Figure 1. Floorplan with the power grid.
Bar = 100 um. Pins as bars on the die edge. Tap cells in gray.
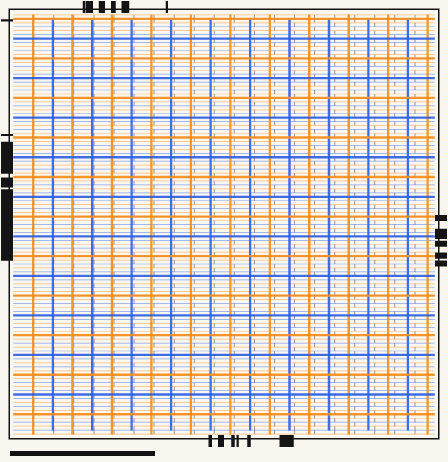
Figure 2. The metal 4 layer.
Cells faint in the background.
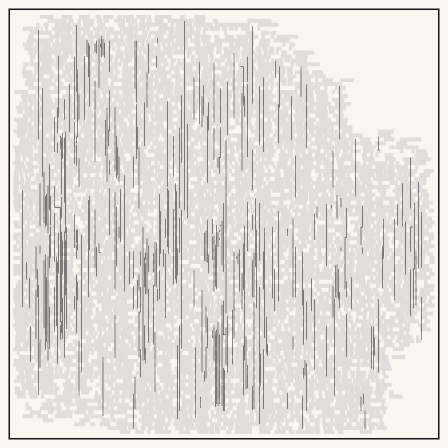
Figure 3. Routed metal, one color a layer.
Only two layers are drawn.
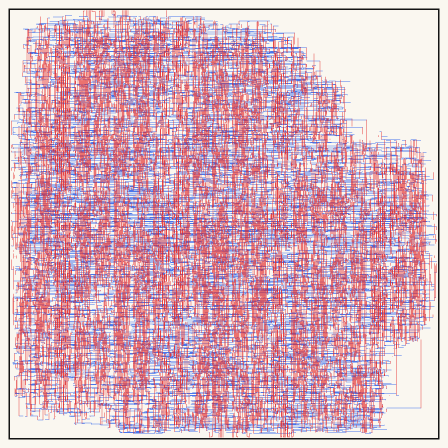
Figure 4. Routing congestion.
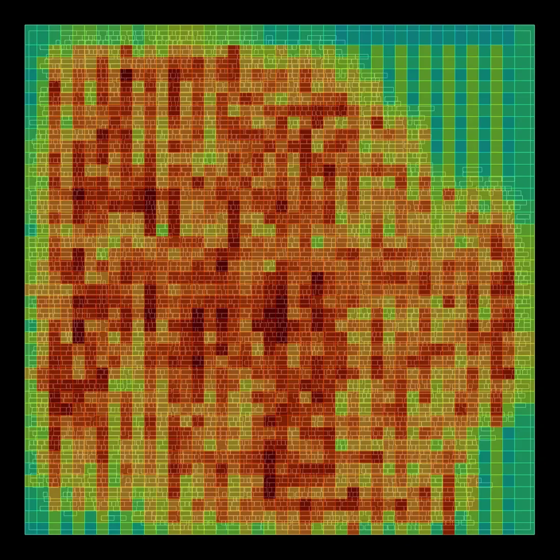
Figure 5. Close-up of the layout.
Region (208, 61) to (233, 86) um. Cells in gray, sequential cells in the stronger gray; small squares are vias.
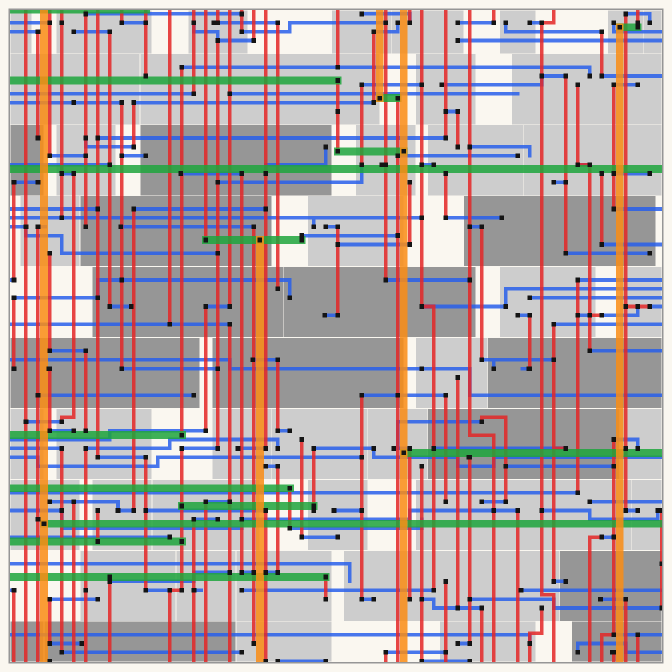
$ cat config.mk
export PLATFORM = sky130hd
export DESIGN_NAME = regfile
export DESIGN_NICKNAME = d
export VERILOG_FILES = /design/src/rtl/rvcpu_pkg.sv /design/src/rtl/regfile_rdport.sv /design/src/rtl/regfile.sv
export SDC_FILE = /design/constraint.sdc
export NUM_CORES = 2
export LEC_CHECK = 0
export ABC_AREA = 0
export CAP_MARGIN = 0
export CORE_MARGIN = 2
export CORE_UTILIZATION = 65
export CTS_BUF_LIST = sky130_fd_sc_hd__clkbuf_16
export DETAILED_ROUTE_END_ITERATION = 8
export PLACE_DENSITY = 0.84
export SYNTH_ARGS = -nofsm -noshare
export SYNTH_HDL_FRONTEND = slang
export SYNTH_HIERARCHICAL = 1
export SYNTH_SLANG_ARGS = --single-unit
$ cat constraint.sdc
create_clock -name clk -period 4.1 [get_ports clk]
set_input_delay 0.615 -clock clk [delete_from_list [all_inputs] [get_ports clk]]
set_output_delay 0.615 -clock clk [all_outputs]
set_load 0.005 [all_outputs]
$ cat src/rtl/rvcpu_pkg.sv
// rvcpu_pkg: shared register-index type and register count for the rvcpu core
package rvcpu;
  typedef logic [4:0] reg_t;
  localparam int NumRegs = 32;
endpackage

$ cat src/rtl/regfile_rdport.sv
// regfile_rdport: one combinational read port with valid/x0 masking and write-through bypass
module regfile_rdport
  import rvcpu::*;
#(
  parameter int Width = 32
) (
  input  logic [NumRegs-1:1][Width-1:0] regs_i,
  input  reg_t                          rs_i,
  input  logic                          rs_valid_i,
  input  logic                          reset_i,
  input  logic                          we_i,
  input  reg_t                          rw_i,
  input  logic [Width-1:0]              wval_i,
  output logic [Width-1:0]              rd_o
);
  // rs_i != 0 already excludes rw_i == 0 from the bypass
  always_comb
    rd_o = (!rs_valid_i || rs_i == '0) ? '0 :
           (we_i && !reset_i && rw_i == rs_i) ? wval_i : regs_i[rs_i];
endmodule

$ cat src/rtl/regfile.sv
// regfile: 32 x Width integer register file, x0 hardwired to zero,
// two combinational read ports and one synchronous write port
module regfile
  import rvcpu::*;
#(
  parameter int Width = 32
) (
  input  logic             clk,
  input  logic             reset,
  input  reg_t             rs1,
  input  logic             rs1_valid,
  input  reg_t             rs2,
  input  logic             rs2_valid,
  input  reg_t             rw,
  input  logic             we,
  input  logic [Width-1:0] wval,
  output logic [Width-1:0] rd1,
  output logic [Width-1:0] rd2
);
  logic [NumRegs-1:1][Width-1:0] regs_q, regs_d;
  always_comb begin
    regs_d = regs_q;
    if (we && rw != '0) regs_d[rw] = wval;
  end
  always_ff @(posedge clk)
    regs_q <= reset ? '0 : regs_d;
  regfile_rdport #(.Width(Width)) u_rd1 (
    .regs_i(regs_q), .rs_i(rs1), .rs_valid_i(rs1_valid), .reset_i(reset),
    .we_i(we), .rw_i(rw), .wval_i(wval), .rd_o(rd1)
  );
  regfile_rdport #(.Width(Width)) u_rd2 (
    .regs_i(regs_q), .rs_i(rs2), .rs_valid_i(rs2_valid), .reset_i(reset),
    .we_i(we), .rw_i(rw), .wval_i(wval), .rd_o(rd2)
  );
endmodule

==> impl_metrics.tcl <==
# metrics dict for downstream scripts
set metrics [dict create \
    status "complete, but fails checks" \
    violations "negative setup slack" \
    diodes 0 \
    dr.pass1.iters 6 \
    arrival_ns 3.49 \
    ys_sh_aoi_pct 7.00 \
    end_kind "output pin" \
    antenna_found_initial 2 \
    crit_slowest_cell "o41ai_2" \
    cts_num_sinks 992 \
    synth_nets 4835 \
    crit_path_max_incr_delay_ns 0.69 \
    ir_drop_mv 0.375 \
    clock_latency_ns 0.66 \
    powerClk_mw 9.28 \
    cts_htree_levels 3 \
    largestRegisters "regs_q x992" \
    num_io_pins 116 \
    slew_headroom_pct 15.2 \
    pwr-share-clk_pct 43.5 \
    final-setup-viol-count 1 \
    finalCriticalPeriod_ns 4.10 \
    largest_reg_flops 992 \
    p_comb_share_pct 10.7 \
    synth_flop_count 992 \
    drt_iter0_drc 5575 \
    top_register "regs_q" \
    clk_pin_slew_ns 0.06 \
    ys_async_sr_fraction_pct 0 \
    dpl-instance-area_sq_um 57500 \
    ys_sh_mux_pct 37.7 \
    cts_buffers 102 \
    ys_sh_adder_pct 0 \
    yosysMostFrequentCell "mux2i_1" \
    synth_top_area_share_pct 36.2 \
    ys_cells 4783 \
    grt_pass1_vias 42175 \
    ys_area_sq_um 54800 \
    syn_area_sq_um 54800 \
    comb-power_mw 2.28 \
    power_leader "registers" \
    hold_depth 3 \
    switchingPower_mw 5.48 \
    power.internal_mw 15.8 \
    ys_warn_count 6 \
    cts_hold_buffers 0 \
    whs_ns 0.418 \
    cts_resized 0 \
    dpl.hpwl_um 106000 \
    synthCells 4783 \
    p_per_area_nw_per_um2 351 \
    stdcell_area_sq_um 60800 \
    setup_slack_ns -0.00368 \
    dp.cells 5712 \
    num-nets-final 4790 \
    area_growth_pct 10.9 \
    synthTopLogicFamily "multiplexers" \
]
Back to the opening pictures, Figure 1:
- blue: VDD
- orange: VSS
- met5 straps: 21
- signal pins: 116
- met1 rails: 107
- rows: 106
- tap cells: 1080
core area: 83600 sq um
Die Wd: 294 um

Back to the opening pictures, Figure 2:
- longest straight run: 130 um
- main direction: vertical
- share of all routed wire: 5.9%
detailed-route via count: 41797
Routed Wire Length: 171000 um

Back to the opening pictures, Figure 3:
- blue: metal 1 (wire length 63.9 mm)
- red: metal 2 (wire length 73.9 mm)
Total GRT Usage: 38.9%
Avg WL per Cell: 29.0 um

Back to the opening pictures, Figure 4:
met2 Usage GRT: 58.4%
Global Route met3 Usage: 12.1%
global-route layer with the greatest usage: met2
Util after Layout: 72.8%
GRT met1 Usage: 51.1%

Back to the opening pictures, Figure 5:
- red: metal 2
- orange: metal 4
- blue: metal 1
- green: metal 3
- most frequent: nand2b_1 (12), dfxtp_1 (11), mux2i_1 (10)
- cells with their middle in the window: 47
- netlist names of flops here include: regs_q (11)
- sequential cells in the window: 11

[how the worst max path moves through the flow]
stage	startpoint	endpoint	slack, ns	cells after the start
after floorplan	rs1[1]	rd1[12]	1.22	7
after global placement	rw[0]	rd2[1]	0.15	6
after detailed placement	rw[0]	rd2[8]	0.12	7
after CTS	rw[0]	rd2[30]	0.11	6
after global routing	rw[0]	rd1[1]	0.007	7
final	rw[0]	rd2[1]	-0.004	6
[routing by layer]
metal  global-route usage, %  share of wire (%)
met5                       0             0.0082
met4                    19.2                5.9
met3                    12.1                 14
met2                    58.4                 43
met1                    51.1                 37
[final cells by class]
cell class                 count  share of cell area, %
sequential                   992                   32.7
tap                         1080                   2.22
clock inverter                86                   1.22
inverter                       6                 0.0370
clock buffer                 102                   4.20
multi-input combinational   3257                   53.2
timing repair buffer         379                   6.45
No activity file was given, so power comes from the tool's default toggle rates.
